## src/rtl/mailbox_wr_arbiter.sv

```systemverilog
// mailbox_wr_arbiter: round-robin arbiter sharing one mailbox FIFO write port
// among N_NUMB_CPU requesters, with a registered packed output entry.
// Ports: clk, rst_n (sync, active-low); req_i/data_i/addr_i per-CPU request
// slices; grant_o one-hot grant; fifo_wr_o/fifo_wdata_o/fifo_full_i FIFO side.
// Optional: define MAILBOX_ARB_SEQ_EN for per-source 8-bit sequence counters
// carried in header[15:8]; otherwise that field reads 0.

package mailbox_pkg;
    localparam int N_NUMB_CPU  = 4;
    localparam int W_WIDTH_SYS = 32;
    localparam int WIDTH_ADDR  = 32;
endpackage

module mailbox_wr_arbiter #(
    parameter int N_NUMB_CPU  = mailbox_pkg::N_NUMB_CPU,
    parameter int W_WIDTH_SYS = mailbox_pkg::W_WIDTH_SYS,
    parameter int WIDTH_ADDR  = mailbox_pkg::WIDTH_ADDR,
    parameter int FIFO_DATA   = W_WIDTH_SYS + WIDTH_ADDR + 32
) (
    input  logic                              clk,
    input  logic                              rst_n,
    input  logic [N_NUMB_CPU-1:0]             req_i,
    input  logic [N_NUMB_CPU*W_WIDTH_SYS-1:0] data_i,
    input  logic [N_NUMB_CPU*WIDTH_ADDR-1:0]  addr_i,
    output logic [N_NUMB_CPU-1:0]             grant_o,
    output logic                              fifo_wr_o,
    output logic [FIFO_DATA-1:0]              fifo_wdata_o,
    input  logic                              fifo_full_i
);

    localparam int RRW = (N_NUMB_CPU > 2) ? $clog2(N_NUMB_CPU) : 1;

    logic                   valid_q;
    logic [FIFO_DATA-1:0]   entry_q;
    logic [RRW-1:0]         rr_q;

    logic                   ld;
    logic                   found;
    logic [RRW-1:0]         win;
    logic [RRW-1:0]         cand;
    logic [RRW-1:0]         rr_d;
    logic [7:0]             seq_w;
    logic [31:0]            hdr;
    int                     idx;
    int                     nxt;

    logic [W_WIDTH_SYS-1:0] data_a [N_NUMB_CPU];
    logic [WIDTH_ADDR-1:0]  addr_a [N_NUMB_CPU];

    for (genvar i = 0; i < N_NUMB_CPU; i++) begin : g_unpack
        assign data_a[i] = data_i[i*W_WIDTH_SYS +: W_WIDTH_SYS];
        assign addr_a[i] = addr_i[i*WIDTH_ADDR +: WIDTH_ADDR];
    end

    // The output register may load whenever it is empty or draining.
    assign ld = !valid_q || !fifo_full_i;

    // Walk from the lowest priority slot up to rr so the last hit wins.
    always_comb begin
        found = 1'b0;
        win   = '0;
        idx   = 0;
        cand  = '0;
        for (int k = N_NUMB_CPU - 1; k >= 0; k--) begin
            idx = int'(rr_q) + k;
            if (idx >= N_NUMB_CPU) begin
                idx = idx - N_NUMB_CPU;
            end
            cand = RRW'(idx);
            if (req_i[cand]) begin
                found = 1'b1;
                win   = cand;
            end
        end
    end

    always_comb begin
        nxt = int'(win) + 1;
        if (nxt == N_NUMB_CPU) begin
            nxt = 0;
        end
        rr_d = RRW'(nxt);
    end

    always_comb begin
        grant_o = '0;
        if (rst_n && ld && found) begin
            grant_o[win] = 1'b1;
        end
    end

`ifdef MAILBOX_ARB_SEQ_EN
    logic [7:0] seq_q [N_NUMB_CPU];

    assign seq_w = seq_q[win];

    always_ff @(posedge clk) begin
        if (!rst_n) begin
            for (int i = 0; i < N_NUMB_CPU; i++) begin
                seq_q[i] <= 8'h00;
            end
        end else if (ld && found) begin
            seq_q[win] <= seq_q[win] + 8'd1;
        end
    end
`else
    assign seq_w = 8'h00;
`endif

    assign hdr = {16'h0000, seq_w, 8'(win)};

    always_ff @(posedge clk) begin
        if (!rst_n) begin
            valid_q <= 1'b0;
            entry_q <= '0;
            rr_q    <= '0;
        end else if (ld) begin
            if (found) begin
                valid_q <= 1'b1;
                entry_q <= {hdr, addr_a[win], data_a[win]};
                rr_q    <= rr_d;
            end else begin
                valid_q <= 1'b0;
            end
        end
    end

    assign fifo_wr_o    = valid_q;
    assign fifo_wdata_o = entry_q;

endmodule

```

## config.mk

```make
export PLATFORM = sky130hd
export DESIGN_NAME = mailbox_wr_arbiter
export DESIGN_NICKNAME = d
export VERILOG_FILES = /design/src/rtl/mailbox_wr_arbiter.sv
export SDC_FILE = /design/constraint.sdc
export NUM_CORES = 1
export LEC_CHECK = 0
export ABC_AREA = 1
export CAP_MARGIN = 20
export CORE_UTILIZATION = 29
export CTS_CLUSTER_SIZE = 14
export DETAILED_ROUTE_END_ITERATION = 8
export DONT_BUFFER_PORTS = 1
export SYNTH_ARGS = -nofsm -noshare
export SYNTH_HDL_FRONTEND = slang
export SYNTH_SLANG_ARGS = --single-unit
```

## constraint.sdc

```tcl
create_clock -name clk -period 2.6 [get_ports clk]
set_clock_uncertainty 0.1 [all_clocks]
set_input_delay 0.52 -clock clk [delete_from_list [all_inputs] [get_ports clk]]
set_output_delay 0.52 -clock clk [all_outputs]
set_load 0.005 [all_outputs]
```

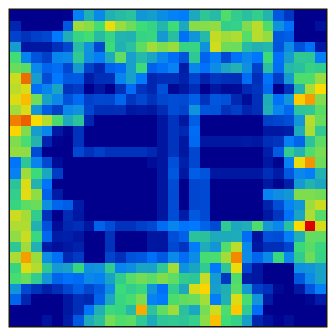
*Wire density map, run 1*
30 x 30 tiles, from dark blue (low) to red (high), scaled to the fullest tile. Values are wire area over tile area, all layers added.
mean over tiles: 0.14
tiles over half the peak: 16%
nearly empty tiles: 22%
wire length per cell: 14.15 um
routed vias: 6434

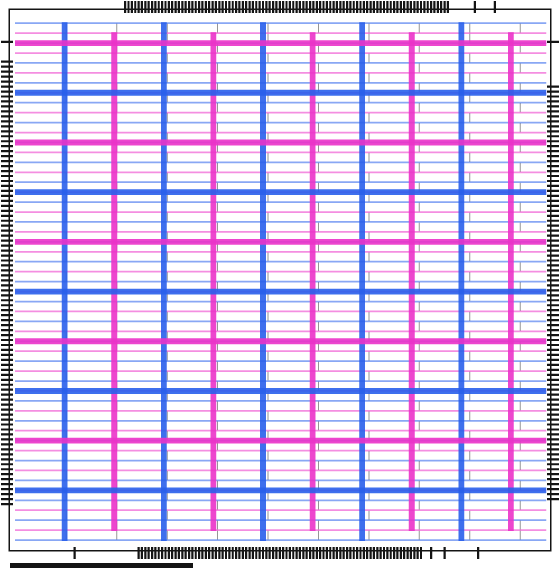
*Supply network, run 1*
Scale bar: 50 um. Pins as bars on the die edge. Tap cells in grey.
[magenta] VDD
[blue] VSS
met4 straps: 10
met1 rails: 53
die span in x: 147.8 um
CORE AREA: 20560 um^2
Die Y: 147.8 um
Max VDD drop: 0.8006 mV

==> impl_metrics.toml, run 1 <==
# flow metrics
[run_status]
status = "complete, no violations"

[placement]
port_buffers = 0

[pwr]
pwr-share-clk = 0.128
p_leak_nw = 3.978
swShare = 0.5250
seq_power_share = 0.240

[worst_setup_path]
cp-end-kind = "output pin"
critPathKind = "flop to output pin"
crit_arrival_ns = 1.83
required_ns = 1.98
cpMostUsedCell = "nand2_1"
path_cells = "inv_2, nand2_1, nand3_1, nand2_1, inv_2, nand2_1, nand3_4, nand2_4, inv_6, ha_1, inv_1, nor2_1"
path_buffers = 4

[clocking]
clockBufferDepth = 2
cts_buffers = 9
root_buffer = "clkbuf_16"
postCtsHoldBufs = 0

[synthesis]
top_cell = "inv_1"
top_cells_by_count = "248 x inv_1, 244 x nand3_1, 242 x nand2_1"
synthFlopType = "dfxtp_1"
synth_cell_types = 23
yosysCellCount = 1128
yosys.area.top_type = "dfxtp_1"
aoi_share = 0.007107
synthArstFlopShare = 0
mux_share = 0

[hold_path]
hp-start = "rst_n"
holdPathEnd = "fifo_wr_o"

[finish]
final_cell_mix = "247 x inv_1, 243 x nand3_1, 241 x nand2_1, 134 x nor2_1, 67 x dfxtp_1"
ff_latch_area_um2 = 1386
nClkBuffers = 12
nFillCells = 2355
combGateArea_um2 = 3381
largest_class = "combinational gates"
comb-cell-share = 0.5167

[final_timing]
setup_slack_ns = 0.1521
hold_viol = 0
fmax_ghz = 0.4085
setup_viol = 0

[grt]
use_met1 = 0.2011
grt_pass1_wl_um = 29190
grt_pass1_vias = 5662

[detailed_routing]
avgViaCountPerCell = 4.738
highest_layer = "met4"
wl_met2_um = 9297

[run]
max_cap_viol_count = 0

[floorplan]
die_area_um2 = 21840
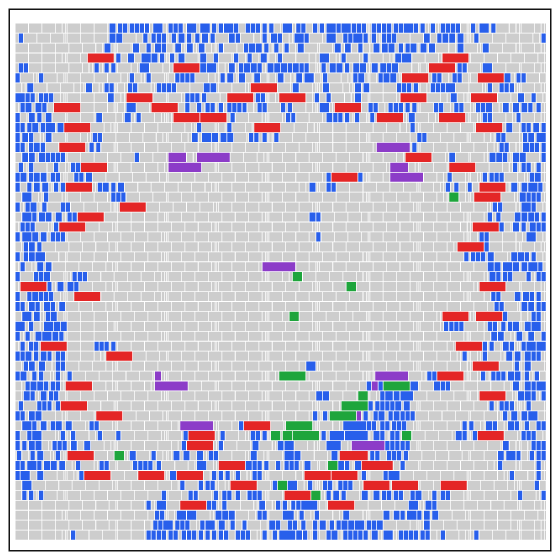
*Cells coloured by class, run 1*
Fill, decap, tap and diode cells in grey.
[purple] clock drivers and dummy loads | cells: 14
[red] sequential cells | cells: 69
[green] remaining buffers and delay cells | cells: 18
[blue] combinational and other logic | cells: 986
Seq/total area: 0.2119
num rows: 52
Finished Core Util: 0.3182

run 1: worst max path at each step:
stage,from,to,slack [ns],depth (start not counted)
floorplan,req_i[3],grant_o[3],0.30,13
global placement,rr_q[0],grant_o[2],0.19,12
detailed placement,rr_q[0],grant_o[2],0.16,12
CTS,rr_q[0],grant_o[2],0.02,12
global route,rr_q[0],grant_o[2],-0.008,12
finish,rr_q[0],grant_o[2],0.15,12
run 1: power groups by stage:
stage	Combinational [mW]	Sequential, mW	Clock, mW
3_5_place_dp	5.61	2.16	0
4_1_cts	5.62	2.15	1.19
6_report	5.62	2.14	1.14
3_3_place_gp	5.54	2.17	0
2_1_floorplan	4.55	1.95	0
5_1_grt	6.43	2.20	1.23
run 1: flip-flops by register name (all words and copies together) (netlist names):
name          cells
fifo_wr_o         1
rr_q              2
fifo_wdata_o     66
==> run 2, diff against run 1 <==
- SKIP_LAST_GASP: default -> 1
==> impl_metrics.toml, run 2 <==
# flow metrics
[run_status]
status = "complete, no violations"

[worst_setup_path]
cp_num_cells = 12
critPathKind = "flop to output pin"
cp-end-kind = "output pin"
cpMostUsedCell = "nand2_1"
required_ns = 1.98

[grt]
grt_pass1_wl_um = 29190
use_met1 = 0.2011

[synthesis]
synth_cell_types = 23
yosys.area.top_type = "dfxtp_1"
top_cell = "inv_1"
synthFlopType = "dfxtp_1"

[placement]
port_buffers = 0

[floorplan]
die_area_um2 = 21840
core.rowCount = 52
fp.dieH_um = 147.8

[pwr]
pwr-share-clk = 0.128
pg_seq_mw = 2.14
p_leak_nw = 3.978

[final_timing]
setup_slack_ns = 0.1521
setup_viol = 0

[finish]
seq_share = 0.2119
nClkBuffers = 12
comb-cell-share = 0.5167

[clocking]
root_buffer = "clkbuf_16"
clockBufferDepth = 2
cts_buffers = 9

[detailed_routing]
wl_met2_um = 9297
wl_per_cell_um = 14.15
[run 2: through the flow]
step	utilization	area [um^2]	TNS, ns
finish	0.3182	6543	0
global route	0.3182	6543	-0.008366
CTS	0.3171	6519	0
detailed placement	0.3039	6248	0
global placement	0.3039	6248	0
floorplan	-	6271	0
[run 2: what timing repair did]
action,4_1_cts,5_1_grt
resized,2,6
pin swaps,0,0
hold buffers,0,0
buffers inserted,0,1
endpoints found under the setup margin,4,4
[run 2: logic make-up (layout without fill, tap and decap cells)]
group,Yosys count,count (layout),synth area share
buffers and inverters,356,286,0.2502
DFF,69,69,0.2242
adders and majority gates,2,2,0.004060
and+or+nand+nor,692,692,0.5139
other,1,31,0.0006086
AOI/OAI and AO/OA,8,8,0.007106
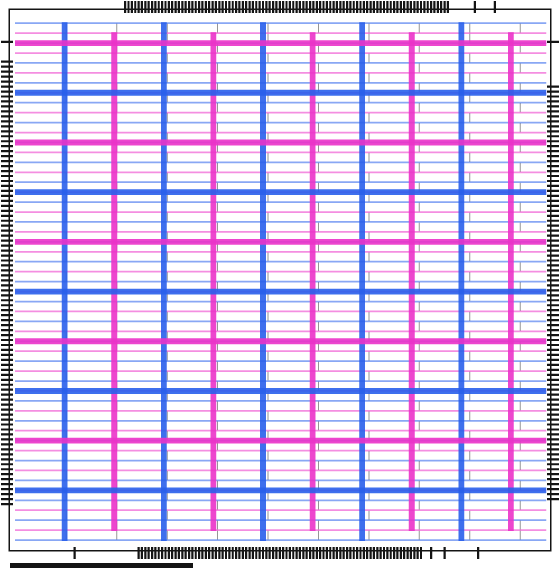
*Supply network, run 2*
Scale bar: 50 um. Pins as bars on the die edge. Tap cells in grey.

No activity file was given, so power comes from the tool's default toggle rates.
